`src/rtl/morra_match_ctrl.sv`:
```
// Two-player morra cinese match controller: scores rounds, enforces the no-repeat-winning-move
// rule and decides the match by lead margin or at a round limit fixed when the match starts.
module morra_match_ctrl #(
  parameter int unsigned CNT_W       = 5,
  parameter int unsigned BASE_ROUNDS = 4,
  parameter int unsigned MIN_ROUNDS  = 4,
  parameter int unsigned LEAD        = 2,
  parameter int unsigned NO_REPEAT   = 1
) (
  input  logic             clk_i,
  input  logic             rst_i,
  input  logic             start_i,
  input  logic [1:0]       move_a_i,
  input  logic [1:0]       move_b_i,
  output logic [1:0]       round_res_o,
  output logic [1:0]       match_res_o,
  output logic [CNT_W-1:0] score_a_o,
  output logic [CNT_W-1:0] score_b_o,
  output logic [CNT_W-1:0] rounds_o,
  output logic             done_o
);

  typedef enum logic [1:0] {StIdle, StPlay, StDone} state_e;

  localparam logic signed [CNT_W:0] LeadS = (CNT_W+1)'(LEAD);

  state_e           state_q, state_d;
  logic [CNT_W-1:0] max_q, max_d;
  logic [CNT_W-1:0] score_a_q, score_a_d, score_b_q, score_b_d, rounds_q, rounds_d;
  logic [1:0]       last_a_q, last_a_d, last_b_q, last_b_d;
  logic [1:0]       round_res_q, round_res_d, match_res_q, match_res_d;
  logic             valid, a_wins, b_wins;
  logic signed [CNT_W:0] diff;

  function automatic logic beats(input logic [1:0] x, input logic [1:0] y);
    logic r;
    case ({x, y})
      4'b10_01, 4'b11_10, 4'b01_11: r = 1'b1;
      default:                      r = 1'b0;
    endcase
    return r;
  endfunction

  always_comb begin
    state_d     = state_q;
    max_d       = max_q;
    score_a_d   = score_a_q;
    score_b_d   = score_b_q;
    rounds_d    = rounds_q;
    last_a_d    = last_a_q;
    last_b_d    = last_b_q;
    match_res_d = match_res_q;
    round_res_d = 2'b00;
    diff        = '0;
    a_wins      = beats(move_a_i, move_b_i);
    b_wins      = beats(move_b_i, move_a_i);
    // last_* is 00 when no repeat restriction applies, and 00 moves are already invalid
    valid = (move_a_i != 2'b00) && (move_b_i != 2'b00) &&
            !((NO_REPEAT != 0) && (move_a_i == last_a_q)) &&
            !((NO_REPEAT != 0) && (move_b_i == last_b_q));

    if (start_i) begin
      state_d     = StPlay;
      max_d       = CNT_W'(BASE_ROUNDS) + CNT_W'({move_a_i, move_b_i});
      score_a_d   = '0;
      score_b_d   = '0;
      rounds_d    = '0;
      last_a_d    = 2'b00;
      last_b_d    = 2'b00;
      match_res_d = 2'b00;
    end else if (state_q == StPlay && valid) begin
      rounds_d = rounds_q + CNT_W'(1);
      if (a_wins) begin
        score_a_d   = score_a_q + CNT_W'(1);
        last_a_d    = move_a_i;
        last_b_d    = 2'b00;
        round_res_d = 2'b01;
      end else if (b_wins) begin
        score_b_d   = score_b_q + CNT_W'(1);
        last_b_d    = move_b_i;
        last_a_d    = 2'b00;
        round_res_d = 2'b10;
      end else begin
        last_a_d    = 2'b00;
        last_b_d    = 2'b00;
        round_res_d = 2'b11;
      end

      diff = $signed({1'b0, score_a_d}) - $signed({1'b0, score_b_d});
      if (rounds_d >= CNT_W'(MIN_ROUNDS) && diff >= LeadS) begin
        match_res_d = 2'b01;
        state_d     = StDone;
      end else if (rounds_d >= CNT_W'(MIN_ROUNDS) && diff <= -LeadS) begin
        match_res_d = 2'b10;
        state_d     = StDone;
      end else if (rounds_d == max_q) begin
        match_res_d = (diff > 0) ? 2'b01 : (diff < 0) ? 2'b10 : 2'b11;
        state_d     = StDone;
      end
    end
  end

  always_ff @(posedge clk_i or posedge rst_i) begin
    if (rst_i) begin
      state_q     <= StIdle;
      max_q       <= '0;
      score_a_q   <= '0;
      score_b_q   <= '0;
      rounds_q    <= '0;
      last_a_q    <= 2'b00;
      last_b_q    <= 2'b00;
      round_res_q <= 2'b00;
      match_res_q <= 2'b00;
    end else begin
      state_q     <= state_d;
      max_q       <= max_d;
      score_a_q   <= score_a_d;
      score_b_q   <= score_b_d;
      rounds_q    <= rounds_d;
      last_a_q    <= last_a_d;
      last_b_q    <= last_b_d;
      round_res_q <= round_res_d;
      match_res_q <= match_res_d;
    end
  end

  assign round_res_o = round_res_q;
  assign match_res_o = match_res_q;
  assign score_a_o   = score_a_q;
  assign score_b_o   = score_b_q;
  assign rounds_o    = rounds_q;
  assign done_o      = (state_q == StDone);

endmodule

```
`config.mk`:
```
export PLATFORM = sky130hd
export DESIGN_NAME = morra_match_ctrl
export DESIGN_NICKNAME = d
export VERILOG_FILES = /design/src/rtl/morra_match_ctrl.sv
export SDC_FILE = /design/constraint.sdc
export NUM_CORES = 1
export LEC_CHECK = 0
export ABC_AREA = 1
export CAP_MARGIN = 20
export CORE_MARGIN = 8
export CORE_UTILIZATION = 50
export DETAILED_ROUTE_END_ITERATION = 12
export GPL_TIMING_DRIVEN = 1
export PLACE_DENSITY_LB_ADDON = 0.08
export SETUP_SLACK_MARGIN = 0.02
export SYNTH_ARGS = -nofsm -noshare
export SYNTH_HDL_FRONTEND = slang
export SYNTH_SLANG_ARGS = --single-unit
```
`constraint.sdc`:
```
create_clock -name clk_i -period 7.1 [get_ports clk_i]
set_clock_uncertainty 0.05 [all_clocks]
set_input_delay 1.42 -clock clk_i [delete_from_list [all_inputs] [get_ports clk_i]]
set_output_delay 1.42 -clock clk_i [all_outputs]
set_load 0.005 [all_outputs]
```
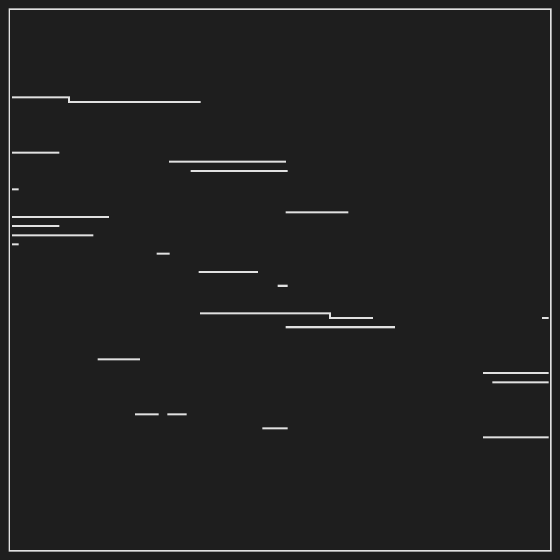
(M3 wires)
nets with wire on the layer: 17
wire length on this layer: 205 um
Post-Route WL: 4.93 mm
met3 usage: 5.29%
total number of vias: 1,798

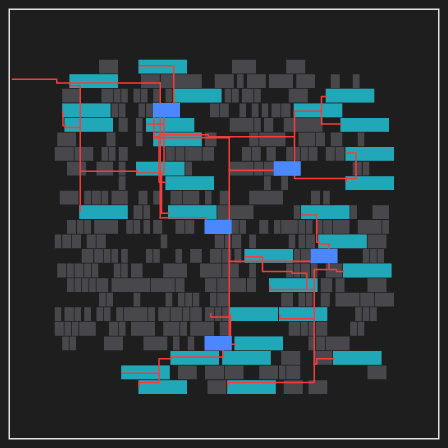
(clock distribution)
legend:
  blue:
    item: clock drivers
    count: 5
  cyan:
    item: flip-flops
    count: 30
  red:
    item: clock wires
    length: 469 um
routed clock nets: 6
Clock group: 0.144 mW
power share of the clock group: 31.1%
worst skew pair latency: 0.29 ns

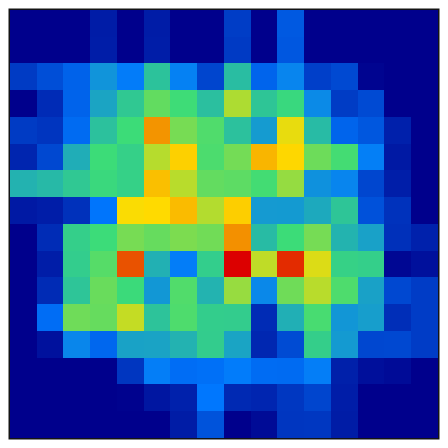
(routed metal per tile)
16 x 16 tiles, from dark blue (low) to red (high), scaled to the fullest tile. Values are wire area over tile area, all layers added.
mean over tiles: 0.12
densest ninth of the die: middle
fullest tile: 0.46
emptiest ninth of the die: top right
tiles over half the peak: 19%
nearly empty tiles: 25%
DR WL/cell: 14.3 um
GR Util All Layers: 16.8%

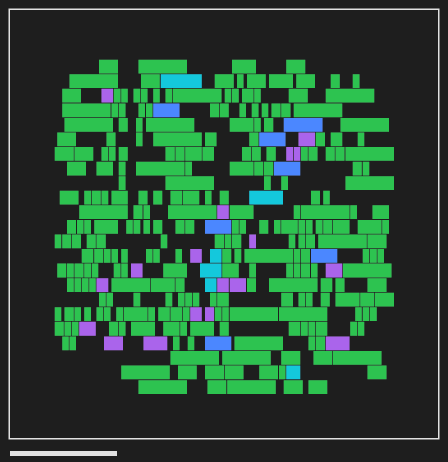
(sizing map)
Scale bar: 20 um.
legend:
  purple:
    size: _2 cells
    cells: 18
    share: 6.1%
    most_used: nand2_2
  green:
    size: _0 and _1 cells
    cells: 265
    share: 90%
    most_used: nand2_1
  cyan:
    size: _3 and _4 cells
    cells: 6
    share: 2.0%
    most_used: inv_4
  blue:
    size: _6 and larger
    cells: 7
    share: 2.4%
    most_used: clkbuf_8
Non-clk bufs: 27
post-route worst setup slack: 2.39 ns

==> flow_summary_export.csv <==
group,metric,value,unit
power_and_ir_drop,intPower,0.311,mW
synthesis,ys_types,31,
sta,hold_viol_final,0,
grt,grt_first_pass_wirelength,8.40,mm
worst_setup_path,crit_required,7.27,ns
synthesis,synth_warnings,0,
place,dp_cells,338,
cells_and_area,nNetsFinal,316,
grt,grt_max_degree,31,
synthesis,synth_nets,285,
place,gp_congestion,0.861,
run,warning_count,31,
worst_setup_path,slowest_delay,0.57,ns
worst_setup_path,worstPathArrival,4.87,ns
sta,fin_hold_ws,0.427,ns
sta,post-route-period-util,66.3,%
sta,tightest_slew,0.593,ns
cells_and_area,antenna_cells,0,
cells_and_area,layout_top_cell,"nand2_1",
sta,setup_viol,0,
die,dieWidth,79.9,um
place,io_buffers,26,
sta,fmax,212,MHz
synthesis,syn_area_per_cell,7.74,um^2
synthesis,syn_inst,264,
die,die-area,6390,um^2
detailed_routing,postRouteAntennaNets,0,
clock_network,htree_levels,2,
clock_network,cts_tree,"yes",
cells_and_area,layout_top_cells,"66 x nand2_1, 34 x nand3_1, 33 x inv_1, 30 x dfrtp_1, 26 x clkdlybuf4s50_1",
min_path,hp-class,"reg2reg",
die,core.rowCount,23,
place,pre_cts_slack,2.10,ns
synthesis,top_area_share,36.7,%
die,fp.coreArea,3970,um^2
worst_setup_path,endpoint_kind,"flop",
synthesis,ys_area,2040,um^2
synthesis,synthTopCellsByArea,"dfrtp_1 37%, nand2_1 12%, nand3_1 8.3%",
sta,rsz0062_at_grt,"false",
synthesis,synth_seq_share,36.7,%
clock_network,clockBufferDepth,2,
synthesis,synth_flops,30,
die,die_y,79.9,um
sta,fin_crit,4.71,ns
power_and_ir_drop,p_leak,1.22,nW
worst_setup_path,crit_path_start_kind,"input pin",
die,pin_count,27,
power_and_ir_drop,netSwitchingFraction,33.0,%
die,fp_util,51.4,%
synthesis,synth.largest_area_cell,"dfrtp_1",
run_status,status,"finished, final reports clean",
synthesis,syn-cell-area,2040,um^2
clock_network,cts_resized,0,
detailed_routing,drtIter0Drc,80,
grt,antenna_found_initial,0,
synthesis,ys_cells,264,
grt,grt_overflow,0,
power_and_ir_drop,power_switching,0.154,mW
sta,slew-limit-headroom,60.4,%
==> through the flow <==
step,area [um^2],util [%]
after floorplan,2040,-
after global placement,2350,59.2
after detailed placement,2350,59.2
after CTS,2440,61.5
after global routing,2440,61.5
final,2440,61.5
==> power by group through the flow <==
stage,Combinational (mW),Sequential (mW),Clock [mW]
final,0.126,0.194,0.144
after global routing,0.143,0.196,0.158
after CTS,0.127,0.194,0.148
after detailed placement,0.126,0.197,0
after global placement,0.125,0.197,0
after floorplan,0.0860,0.196,0
==> registers in the layout, summed over array words and instances, names as in the netlist <==
name         cells
last_b_q         2
match_res_o      2
last_a_q         2
state_q          2
max_q            5
rounds_o         5
score_b_o        5
score_a_o        5
round_res_o      2
==> final cells by class <==
type,count,area (um^2)
sequential,30,751
timing repair buffer,27,268
tap,50,62.6
clock buffer,7,86.3
clock inverter,1,5.00
inverter,38,148
fill,365,1530
multi-input combinational,193,1120
==> worst max-delay path, delay by kind of cell <==
family	cells	cell delay (ns)
simple gates	15	1.60
fa+ha+maj	3	0.96
buf+inv	5	0.90
==> final timing paths <==
path | start | end | slack [ns] | cells after the start
min in group asynchronous | rst_i | score_b_o[3] | 1.45 | 3
max in group asynchronous | rst_i | max_q[3] | 5.26 | 3
hold / removal | match_res_o[1] | match_res_o[1] | 0.43 | 2
setup reg to reg | score_a_o[0] | state_q[0] | 4.11 | 14
setup / recovery | move_a_i[0] | state_q[0] | 2.39 | 23
hold reg to reg | match_res_o[1] | match_res_o[1] | 0.43 | 2
==> cells in the mapped netlist (all sizes together) <==
library cell / instances
o21ai: 21
ha: 13
nor3: 1
inv: 38
clkbuf: 1
nand3: 35
or2: 4
fa: 1
nand4: 6
nand3b: 1
o22ai: 8
a21oi: 5
buf: 2
xor2: 8
xnor2: 1
nand2: 71
nor2: 18
dfrtp: 30
==> logic make-up (layout without fill, tap and decap cells) <==
logic type	count (synthesis)	in the layout	synth area share, %
compound gates	34	34	10.2
xor+xnor	9	9	3.86
fa+ha+maj	14	14	8.94
simple gates	136	136	32.0
buf+inv	41	73	8.33
flops	30	30	36.7
==> per-layer routing <==
layer / up-vias / GRT usage [%] / routed length, um
li1: 924 / - / -
met1: 838 / 20.1 / 2300
met2: 27 / 27.2 / 2340
met3: 9 / 5.29 / 204
met4: 0 / 6.91 / 87
met5: - / 0 / 0
No activity file was given, so power comes from the tool's default toggle rates.
